**Routing congestion**

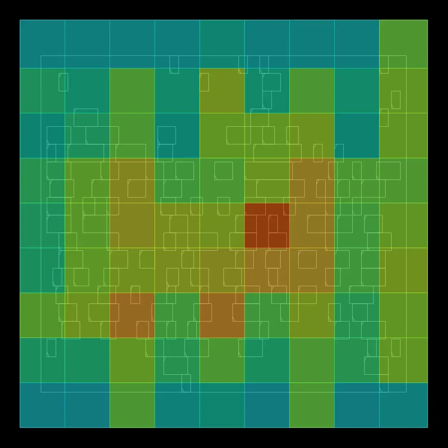
**Pin placement**

Scale bar: 20 um. Pins as bars across the die edge, other pins in grey.
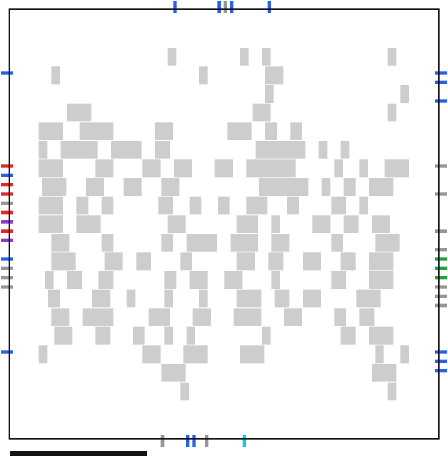
**Gate-type map**

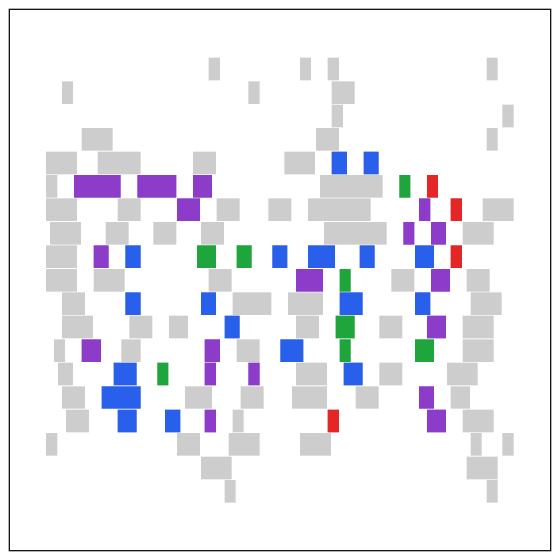
--- src/rtl/stage_sequencer.sv ---
// Multi-cycle instruction stage sequencer: FETCH/DECODE/EXEC/MEM/WB/HALT control FSM.
// Optional retirement counter enabled by defining SEQ_RETIRE_CNT_EN.
module stage_sequencer #(
  parameter logic [4:0] BEQ_OP = 5'b00100,
  parameter logic [4:0] JAL_OP = 5'b00001,
  parameter logic [4:0] LW_OP  = 5'b00010,
  parameter logic [4:0] SW_OP  = 5'b00011
) (
  input  logic        clk,
  input  logic        reset,
  input  logic [1:0]  Type,
  input  logic [4:0]  OPCode,
  input  logic        Zero,
  input  logic        Stop,
  input  logic        imem_ready,
  input  logic        dmem_ready,
  output logic        imem_req,
  output logic        dmem_req,
  output logic        dmem_we,
  output logic        IRWrite,
  output logic        RegWrite,
  output logic        PcWrite,
  output logic [1:0]  PcSrc,
  output logic [2:0]  state,
  output logic        halted,
  output logic [15:0] retired_count
);

  localparam int unsigned ST_W  = 3;
  localparam int unsigned CNT_W = 16;

  localparam logic [1:0] SRC_HOLD   = 2'b00;
  localparam logic [1:0] SRC_BRANCH = 2'b01;
  localparam logic [1:0] SRC_JUMP   = 2'b10;
  localparam logic [1:0] SRC_INC    = 2'b11;

  typedef enum logic [ST_W-1:0] {
    S_FETCH  = 3'd0,
    S_DECODE = 3'd1,
    S_EXEC   = 3'd2,
    S_MEM    = 3'd3,
    S_WB     = 3'd4,
    S_HALT   = 3'd5
  } state_t;

  state_t state_q;
  state_t state_d;

  logic is_jal;
  logic is_j;
  logic is_beq;
  logic is_lw;
  logic is_sw;
  logic is_rsvd;

  // Instruction class decode; Type/OPCode are held stable by the datapath from DECODE on.
  always_comb begin
    is_jal  = (Type == 2'b01) && (OPCode == JAL_OP);
    is_j    = (Type == 2'b01) && (OPCode != JAL_OP);
    is_beq  = (Type == 2'b10) && (OPCode == BEQ_OP);
    is_lw   = (Type == 2'b10) && (OPCode == LW_OP);
    is_sw   = (Type == 2'b10) && (OPCode == SW_OP);
    is_rsvd = (Type == 2'b11);
  end

  always_ff @(posedge clk) begin
    if (reset) begin
      state_q <= S_FETCH;
    end else begin
      state_q <= state_d;
    end
  end

  // Next-state and strobe generation; strobes are forced low while reset is held.
  always_comb begin
    state_d  = state_q;
    imem_req = 1'b0;
    IRWrite  = 1'b0;
    dmem_req = 1'b0;
    dmem_we  = 1'b0;
    RegWrite = 1'b0;
    PcWrite  = 1'b0;
    PcSrc    = SRC_HOLD;
    case (state_q)
      S_FETCH: begin
        imem_req = 1'b1;
        if (imem_ready) begin
          IRWrite = 1'b1;
          state_d = S_DECODE;
        end
      end
      S_DECODE: begin
        if (Stop) begin
          state_d = S_HALT;
        end else if (is_j) begin
          PcWrite = 1'b1;
          PcSrc   = SRC_JUMP;
          state_d = S_FETCH;
        end else begin
          state_d = S_EXEC;
        end
      end
      S_EXEC: begin
        if (is_beq) begin
          PcWrite = 1'b1;
          PcSrc   = Zero ? SRC_BRANCH : SRC_INC;
          state_d = S_FETCH;
        end else if (is_rsvd) begin
          PcWrite = 1'b1;
          PcSrc   = SRC_INC;
          state_d = S_FETCH;
        end else if (is_lw || is_sw) begin
          state_d = S_MEM;
        end else begin
          state_d = S_WB;
        end
      end
      S_MEM: begin
        dmem_req = 1'b1;
        dmem_we  = is_sw;
        if (dmem_ready) begin
          if (is_sw) begin
            PcWrite = 1'b1;
            PcSrc   = SRC_INC;
            state_d = S_FETCH;
          end else begin
            state_d = S_WB;
          end
        end
      end
      S_WB: begin
        RegWrite = 1'b1;
        PcWrite  = 1'b1;
        PcSrc    = is_jal ? SRC_JUMP : SRC_INC;
        state_d  = S_FETCH;
      end
      S_HALT: begin
        state_d = S_HALT;
      end
      default: begin
        state_d = S_FETCH;
      end
    endcase
    if (reset) begin
      imem_req = 1'b0;
      IRWrite  = 1'b0;
      dmem_req = 1'b0;
      dmem_we  = 1'b0;
      RegWrite = 1'b0;
      PcWrite  = 1'b0;
      PcSrc    = SRC_HOLD;
    end
  end

  assign state  = state_q;
  assign halted = (state_q == S_HALT);

`ifdef SEQ_RETIRE_CNT_EN
  logic [CNT_W-1:0] retired_q;

  // One PcWrite pulse per retired instruction; saturates at all-ones.
  always_ff @(posedge clk) begin
    if (reset) begin
      retired_q <= '0;
    end else if (PcWrite && (retired_q != {CNT_W{1'b1}})) begin
      retired_q <= retired_q + CNT_W'(1);
    end
  end

  assign retired_count = retired_q;
`else
  assign retired_count = '0;
`endif

endmodule

--- config.mk ---
export PLATFORM = sky130hd
export DESIGN_NAME = stage_sequencer
export DESIGN_NICKNAME = d
export VERILOG_FILES = /design/src/rtl/stage_sequencer.sv
export SDC_FILE = /design/constraint.sdc
export NUM_CORES = 1
export LEC_CHECK = 0
export CELL_PAD_IN_SITES_DETAIL_PLACEMENT = 2
export CELL_PAD_IN_SITES_GLOBAL_PLACEMENT = 2
export CORE_MARGIN = 3
export CORE_UTILIZATION = 18
export DETAILED_ROUTE_END_ITERATION = 8
export PLACE_DENSITY = 0.89
export REMOVE_ABC_BUFFERS = 1
export SLEW_MARGIN = 20
export SYNTH_ARGS = -nofsm -noshare
export SYNTH_HDL_FRONTEND = slang
export SYNTH_SLANG_ARGS = --single-unit
--- constraint.sdc ---
create_clock -name clk -period 2.85 [get_ports clk]
set_clock_uncertainty 0.2 [all_clocks]
set_input_delay 0.4275 -clock clk [delete_from_list [all_inputs] [get_ports clk]]
set_output_delay 0.4275 -clock clk [all_outputs]
set_load 0.03 [all_outputs]
==> qor.yml <==
status: "completed"
hold_viol_final: 0
fin_crit_ps: 2750
worstPathRequired_ps: 2220
area_leaders: "buf_4 (22%), dfxtp_1 (10%), a21oi_1 (6.1%)"
cts_max_level: 1
syn_inst: 81
ioPinCount: 41
drt_iter0_drc: 34
critical_path.endpoint: "PcWrite"
holdPathStages: 3
ff2ff_setup_slack_ps: 1210
r2r-end: "state[0]$_SDFFE_PP0P_"
most_common_cell: "buf_4"
die_y_um: 62.6
setup_tns_ps: 0
layout_setup_ws_ps: 102
startpoint_type: "primary input"
coreArea_um2: 2900
ys_area_um2: 577
viasPerCell: 4.23
top_area_share_pct: 22.1
seq_power_mw: 0.0503
drive_gt1_share_pct: 26.4
clock_sinks: 3
seq_area_frac_synth_pct: 10.4
power.share.clock_pct: 28.9
yosysWarningCount: 0
n_antenna_cell: 0
clk_latency_ps: 240
ys_sh_mux_pct: 0
startpoint: "OPCode[3]"
nets: 135
port_buffers: 24
lay_top_cells: "clkdlybuf4s50_1 (20), buf_4 (19), conb_1 (16), a21oi_1 (7), nor2_1 (5)"
num_vias: 690
reg2reg_depth: 6
async_flop_share_pct: 0
fin_total_pwr_mw: 0.266
swShare_pct: 42.1
warnings: 25
routed_wl_um: 2020
logic_family: "simple AND/OR/NAND/NOR gates"
yosys.area_share.adder_pct: 0
power_density_nw_per_um2: 289
syn_avg_cell_area_um2: 7.12
aoi_share_pct: 22.3
ys_sh_xor_pct: 0
path_clk_slew_ps: 40
pwr-share-seq_pct: 18.9
grt_max_degree: 10
path_class: "in -> out"
powerClk_mw: 0.0769
post_dp_cell_area_um2: 895
crit_path_end_kind: "output port"
p_comb_share_pct: 52.2
setup_viol: 0
holdPathEnd: "state[2]$_SDFFE_PP0P_"
whs_ps: 559
ys.flops: 3
stdcell_count: 163
yosys_cells: 81
fmax_mhz: 364
edf_count: 0
antenna_found_initial: 0
maxPowerGroup: "combinational logic"
intPower_mw: 0.154
rsz0062_at_grt: "false"
peakVddDrop_uv: 72.7
postCtsHoldBufs: 0
max-cap-violations: 0
cts_max_path_buffers: 2
hp-class: "reg -> reg"
worstHoldStart: "state[0]$_SDFFE_PP0P_"
synthDistinctLibCells: 34
chipArea_um2: 3920
area_growth_pct: 59.7
## Picture notes: 'routing congestion'
GR peak layer: met2
GRT Util Overall: 10.7%

## Picture notes: 'pin placement'
legend:
  OPCode:
    colour: red
    pins: 5
    direction: input
    edge: left
  Type:
    colour: purple
    pins: 2
    direction: input
    edge: left
  retired_count:
    colour: blue
    pins: 16
    direction: output
    edge: 6 right, 4 top, 4 left, 2 bottom
  state:
    colour: green
    pins: 3
    direction: output
    edge: right
  dmem_ready:
    colour: cyan
    pins: 1
    direction: input
    edge: bottom
all pins by edge: 16 right, 15 left, 5 bottom, 5 top

## Picture notes: 'gate-type map'
legend:
  inverting AOI/OAI gates:
    colour: blue
    cells: 18
  inverters:
    colour: red
    cells: 4
  NAND gates:
    colour: green
    cells: 8
  NOR gates:
    colour: purple
    cells: 18

[layer usage]
layer	vias to the layer above	share of wire, %	global-route usage, %
met5	-	0	0
met4	0	0.94	4.13
met3	2	8.6	3.06
met2	35	52	20.2
met1	316	38	11.0
li1	337	-	-
[critical path: stages]
cell and delay (ps):
clkdlybuf4s50_1 460, or4b_4 560, o211ai_2 150, a31oi_1 110, or2_1 240, buf_2 180
[area by class of cell]
| class | count | area, um^2 | area share, % |
|---|---|---|---|
| Clock buffer | 4 | 26.3 | 2.85 |
| Tap cell | 42 | 52.6 | 5.71 |
| Sequential cell | 3 | 60.1 | 6.52 |
| Inverter | 4 | 15.0 | 1.63 |
| Multi-Input combinational cell | 70 | 419 | 45.5 |
| Timing Repair Buffer | 40 | 348 | 37.8 |
No activity file was given, so power comes from the tool's default toggle rates.
